### config.mk
export PLATFORM = sky130hd
export DESIGN_NAME = c17_balanced_pipe
export DESIGN_NICKNAME = d
export VERILOG_FILES = /design/src/rtl/c17_pipe_pkg.sv /design/src/rtl/c17_delay_line.sv /design/src/rtl/c17_balanced_pipe.sv
export SDC_FILE = /design/constraint.sdc
export NUM_CORES = 1
export LEC_CHECK = 0
export CORE_UTILIZATION = 35
export CTS_CLUSTER_SIZE = 20
export DETAILED_ROUTE_END_ITERATION = 16
export PLACE_DENSITY = 0.63
export RECOVER_POWER = 50
export SLEW_MARGIN = 20
export SYNTH_ARGS = -nofsm -noshare
export SYNTH_HDL_FRONTEND = slang
export SYNTH_SLANG_ARGS = --single-unit
### constraint.sdc
create_clock -name clk -period 3.9 [get_ports clk]
set_input_delay 0.39 -clock clk [delete_from_list [all_inputs] [get_ports clk]]
set_output_delay 0.39 -clock clk [all_outputs]
set_load 0.01 [all_outputs]
### src/rtl/c17_pipe_pkg.sv
`default_nettype none
// ============================================================================
// Module   : c17_pipe_pkg
// Brief    : Shared constants and the c17 reference function for the pipe.
// Revision : 1.0 - initial release
// ============================================================================
package c17_pipe_pkg;

  localparam int BASE_LEVELS = 3;

  function automatic int lat(input int extra);
    return BASE_LEVELS + extra;
  endfunction

  // Returns {n22, n23} for one lane.
  function automatic logic [1:0] c17_ref(input logic n1, input logic n2,
                                         input logic n3, input logic n6,
                                         input logic n7);
    logic nand36;
    nand36 = ~(n3 & n6);
    return {(n1 & n3) | (n2 & nand36), nand36 & (n2 | n7)};
  endfunction

endpackage
`default_nettype wire

### src/rtl/c17_delay_line.sv
`default_nettype none
// ============================================================================
// Module   : c17_delay_line
// Brief    : DEPTH-stage flop chain with async reset and sync clear;
//            DEPTH=0 is a pure passthrough.
// Revision : 1.0 - initial release
// ============================================================================
module c17_delay_line #(
  parameter int WIDTH = 1,
  parameter int DEPTH = 1
) (
  input  logic             clk,
  input  logic             rst,
  input  logic             clr,
  input  logic [WIDTH-1:0] d,
  output logic [WIDTH-1:0] q
);

  generate
    if (DEPTH == 0) begin : g_pass
      logic unused_ok;
      assign unused_ok = clk ^ rst ^ clr;
      assign q         = d;
    end else begin : g_chain
      logic [WIDTH-1:0] stage_q [DEPTH];

      always_ff @(posedge clk or posedge rst) begin
        if (rst) begin
          for (int i = 0; i < DEPTH; i++) stage_q[i] <= '0;
        end else if (clr) begin
          for (int i = 0; i < DEPTH; i++) stage_q[i] <= '0;
        end else begin
          stage_q[0] <= d;
          for (int i = 1; i < DEPTH; i++) stage_q[i] <= stage_q[i-1];
        end
      end

      assign q = stage_q[DEPTH-1];
    end
  endgenerate

endmodule
`default_nettype wire

### src/rtl/c17_balanced_pipe.sv
`default_nettype none
// ============================================================================
// Module   : c17_balanced_pipe
// Brief    : Path-balanced, registered-per-level multi-lane c17 pipeline
//            with valid chain, in-flight counter and flush.
//            Optional self-checker enabled by macro C17_CHECK_EN.
// Revision : 1.0 - initial release
// ============================================================================
module c17_balanced_pipe
  import c17_pipe_pkg::*;
#(
  parameter int LANES        = 4,
  parameter int EXTRA_STAGES = 0,
  parameter int CNT_W        = 4
) (
  input  logic             clk,
  input  logic             rst,
  input  logic             flush,
  input  logic             in_valid,
  input  logic [LANES-1:0] in_n1,
  input  logic [LANES-1:0] in_n2,
  input  logic [LANES-1:0] in_n3,
  input  logic [LANES-1:0] in_n6,
  input  logic [LANES-1:0] in_n7,
  output logic             out_valid,
  output logic [LANES-1:0] out_n22,
  output logic [LANES-1:0] out_n23,
  output logic [CNT_W-1:0] inflight,
  output logic             idle
`ifdef C17_CHECK_EN
  ,
  output logic             chk_err
`endif
);

  localparam int LAT = lat(EXTRA_STAGES);

  // Level 1 gates plus the N2 balancing flop.
  logic [LANES-1:0] a_q, b_q, c_q, n2_q;
  // Level 2 gate plus balancing flops for a, b, c.
  logic [LANES-1:0] d_q, a2_q, b2_q, c2_q;
  // Level 3 gates.
  logic [LANES-1:0] n22_q, n23_q;

  always_ff @(posedge clk or posedge rst) begin
    if (rst) begin
      a_q   <= '0;
      b_q   <= '0;
      c_q   <= '0;
      n2_q  <= '0;
      d_q   <= '0;
      a2_q  <= '0;
      b2_q  <= '0;
      c2_q  <= '0;
      n22_q <= '0;
      n23_q <= '0;
    end else begin
      a_q   <= in_n1 & in_n3;
      b_q   <= in_n3 & in_n6;
      c_q   <= in_n2 | in_n7;
      n2_q  <= in_n2;
      d_q   <= n2_q & ~b_q;
      a2_q  <= a_q;
      b2_q  <= b_q;
      c2_q  <= c_q;
      n22_q <= a2_q | d_q;
      n23_q <= ~b2_q & c2_q;
    end
  end

  c17_delay_line #(
    .WIDTH(2*LANES),
    .DEPTH(EXTRA_STAGES)
  ) u_tail (
    .clk (clk),
    .rst (rst),
    .clr (1'b0),
    .d   ({n22_q, n23_q}),
    .q   ({out_n22, out_n23})
  );

  // A token offered on a flush edge is dropped, so it never enters the chain.
  c17_delay_line #(
    .WIDTH(1),
    .DEPTH(LAT)
  ) u_valid (
    .clk (clk),
    .rst (rst),
    .clr (flush),
    .d   (in_valid & ~flush),
    .q   (out_valid)
  );

  logic [CNT_W-1:0] inflight_q, inflight_d;

  always_comb begin
    inflight_d = inflight_q;
    if (flush) begin
      inflight_d = '0;
    end else if (in_valid && !out_valid) begin
      inflight_d = inflight_q + CNT_W'(1);
    end else if (!in_valid && out_valid) begin
      inflight_d = inflight_q - CNT_W'(1);
    end
  end

  always_ff @(posedge clk or posedge rst) begin
    if (rst) inflight_q <= '0;
    else     inflight_q <= inflight_d;
  end

  assign inflight = inflight_q;
  assign idle     = (inflight_q == '0);

`ifdef C17_CHECK_EN
  localparam int REF_W = 5*LANES + 1;

  logic [REF_W-1:0] ref_tail;
  logic [LANES-1:0] exp_n22, exp_n23;
  logic             mismatch;
  logic             chk_err_q, chk_err_d;

  c17_delay_line #(
    .WIDTH(REF_W),
    .DEPTH(LAT)
  ) u_ref (
    .clk (clk),
    .rst (rst),
    .clr (1'b0),
    .d   ({in_valid, in_n1, in_n2, in_n3, in_n6, in_n7}),
    .q   (ref_tail)
  );

  for (genvar i = 0; i < LANES; i++) begin : g_ref_lane
    assign {exp_n22[i], exp_n23[i]} = c17_ref(ref_tail[4*LANES+i],
                                              ref_tail[3*LANES+i],
                                              ref_tail[2*LANES+i],
                                              ref_tail[LANES+i],
                                              ref_tail[i]);
  end

  assign mismatch  = out_valid & ref_tail[REF_W-1] &
                     ((exp_n22 != out_n22) | (exp_n23 != out_n23));
  assign chk_err_d = chk_err_q | mismatch;

  always_ff @(posedge clk or posedge rst) begin
    if (rst) chk_err_q <= 1'b0;
    else     chk_err_q <= chk_err_d;
  end

  assign chk_err = chk_err_q;
`endif

endmodule
`default_nettype wire

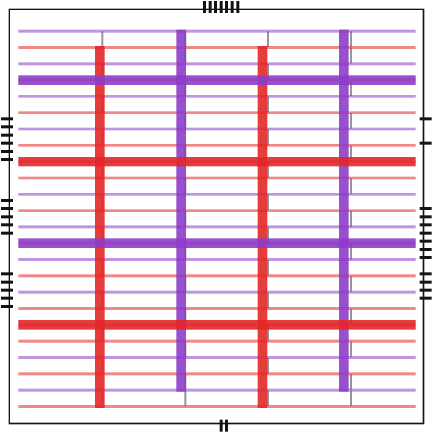
Fig. 1. Floorplan with the power grid.
(6 px per micron) Pins as bars on the die edge. Tap cells in gray.
| color | net |
|---|---|
| red | VSS |
| purple | VDD |
tap cells: 50
met4 straps: 4
signal pins: 38
met5 straps: 4
die y size: 68.8 microns
VDD IR max: 0.210 mV

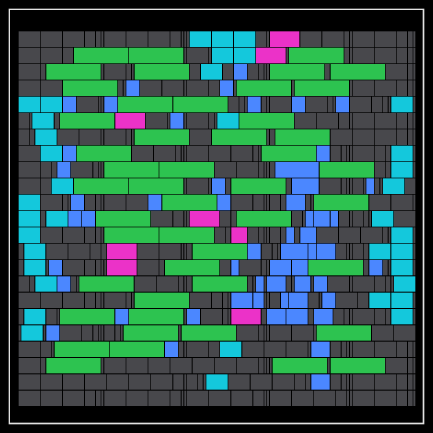
Fig. 2. Placed cells, one color a class.
(6 px per micron) Fill, decap, tap and diode cells in gray.
| color | class | cells | share of their area |
|---|---|---|---|
| green | flops | 47 | 58% |
| cyan | other buffers and delay cells | 37 | 18% |
| blue | combinational and other logic | 55 | 19% |
| magenta | clock drivers and dummy loads | 8 | 5.1% |
Seq/total area: 56.1%
post-route cell area: 2100 sq um
Rows: 23

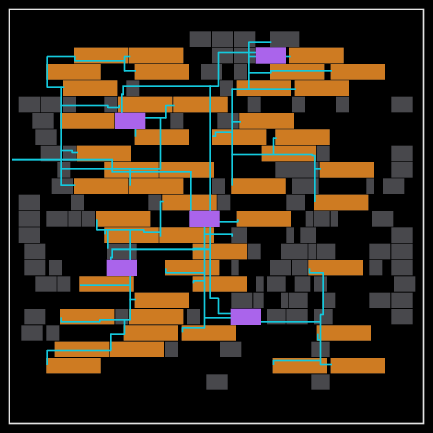
Fig. 3. Clock distribution.
(6 px per micron)
[cyan] clock wires | length: 499 microns
[purple] clock drivers | count: 5
[orange] flip-flops | count: 47
routed clock nets: 6
flops lie: all over the die
Clock Latency Late Sink: 0.29 ns
Clock Power: 312 uW

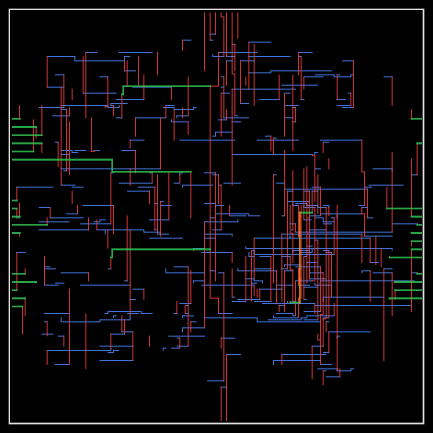
Fig. 4. Routed metal, one color a layer.
(6 px per micron)
| color | layer | wire length |
|---|---|---|
| red | metal 2 | 1,180 microns |
| green | metal 3 | 143 microns |
| orange | metal 4 | 15.0 microns |
| blue | metal 1 | 922 microns |
Vias: 880
GRT Util Overall: 12.1%
WL final: 2260 microns

==> flow_metrics.env <==
# source this file to load flow results
export IMPL_cp_end_kind="flop"
export IMPL_yosysCellCount=102
export IMPL_power_leakage_uw=0.000931
export IMPL_async_flop_share_pct=100
export IMPL_synthCells=102
export IMPL_finalPower_uw=961
export IMPL_ctsHtreeMaxLevel=2
export IMPL_synth_seq_cells=47
export IMPL_synth_seq_share_pct=75.3
export IMPL_core_sq_um=4140
export IMPL_skew_ns=0.00408
export IMPL_grt_busiest_layer="met2"
export IMPL_clock_root_buffer="clkbuf_8"
export IMPL_first_global_vias=890
export IMPL_synth_area_yosys_sq_um=1560
export IMPL_met3_length_microns=142
export IMPL_rsz0062_at_grt="no"
export IMPL_drcViolationCount=0
export IMPL_die_area_sq_um=4730
export IMPL_cp_start_kind="primary input"
export IMPL_violations="max-capacitance violations, max-slew violations"
export IMPL_final_cell_mix="dfrtp_1 (47), clkdlybuf4s50_1 (26), dlygate4sd3_1 (11)"
export IMPL_clk_path_buf_depth=2
export IMPL_comb_share_pct=17.7
export IMPL_wl_per_cell_microns=11.5
export IMPL_fmax_mhz=474
export IMPL_edf_count=0
export IMPL_cts_sinks=47
export IMPL_layout_top_cell="dfrtp_1"
export IMPL_place_area_sq_um=1990
export IMPL_hold_worst_slack_ns=0.352
export IMPL_postCtsSetupRepairBufs=0
export IMPL_rr_startpoint="u_valid.q"
export IMPL_cts_resized=0
export IMPL_ys_top_cells_by_area="dfrtp_1 (75%), and2_1 (3.6%), nor2b_1 (3.6%), or2_2 (3.2%), and2b_2 (1.7%)"
export IMPL_die_x_microns=68.8
export IMPL_n_all_inverters=4
export IMPL_area_delta_synth_final_pct=34.4
export IMPL_cts_tree="built"
export IMPL_hold_end="c2_q[3]"
export IMPL_clk_share_pct=4.95
export IMPL_grt_use_met3_pct=6.09
export IMPL_numCtsBuffers=5
export IMPL_instances_no_fill=197
export IMPL_top_cell="dfrtp_1"
export IMPL_r2r_end="inflight[3]"
export IMPL_r2r_slack_ns=1.94
export IMPL_drtPass1Iterations=3
export IMPL_num_io_pins=38
export IMPL_via_per_inst=4.47
export IMPL_status="finished, violations left"
export IMPL_finalCritPeriodShare_pct=54.1
export IMPL_worstPathArrival_ns=2.28
export IMPL_drv_cap=1
export IMPL_p_sw_share_pct=22.3
export IMPL_largest_cell_class="sequential cells"
export IMPL_num_multi_input_gates=51
export IMPL_drt_iter0_markers=30
export IMPL_synth_net_count=129
export IMPL_timing_critical_path_from="in_valid"
export IMPL_slew_headroom_pct=-10.9
export IMPL_regArea_sq_um=1180
export IMPL_worstPathMaxFanout=4
export IMPL_dp_hpwl_microns=1630
export IMPL_drv_slew=48
export IMPL_ys_top_cells_by_count="dfrtp_1 (47), and2_1 (9), nor2b_1 (9)"
export IMPL_cp_required_ns=4.07
export IMPL_top_cell_area_share_pct=75.3
export IMPL_power_internal_uw=746
export IMPL_wl_met1_microns=921
export IMPL_tightest_slew_ns=1.66
export IMPL_drive_gt1_share_pct=14.3
export IMPL_clk_pin_slew_ns=0.08
export IMPL_finalSetupViolations=0
export IMPL_dp_cells=189
export IMPL_reg2reg_depth=5
export IMPL_power_frac_comb_pct=12.2
export IMPL_synth_area_sq_um=1560
export IMPL_gp_congestion=0.746
export IMPL_n_fill_cell=385
export IMPL_fp_util_pct=37.7
export IMPL_yosys_warnings=0
export IMPL_nNetsFinal=173
export IMPL_timing_final_hold_violations=0
export IMPL_synth_avg_cell_area_sq_um=15.3
## logic make-up after synthesis
kind of cell,Yosys count,share of synthesized area [%]
AOI/OAI and AO/OA,4,2.08
xor gates and xnor gates,2,1.12
adders and majority gates,3,2.88
buffers and inverters,4,0.961
DFF,47,75.3
muxes,1,0.641
and+or+nand+nor,41,17.0
## power groups by stage
stage | Sequential, uW | Combinational, uW | Clock [uW]
floorplan | 544 | 50.2 | 0
global placement | 540 | 116 | 0
detailed placement | 542 | 122 | 0
CTS | 532 | 122 | 324
global route | 536 | 132 | 343
finish | 531 | 117 | 312
## worst max-delay path: stages
cell,delay [ns]
clkdlybuf4s50_1,0.54
nand2b_1,0.15
ha_1,0.36
a21oi_2,0.21
a2111oi_0,0.13
or4_1,0.50
Power and IR drop assume default switching activity.
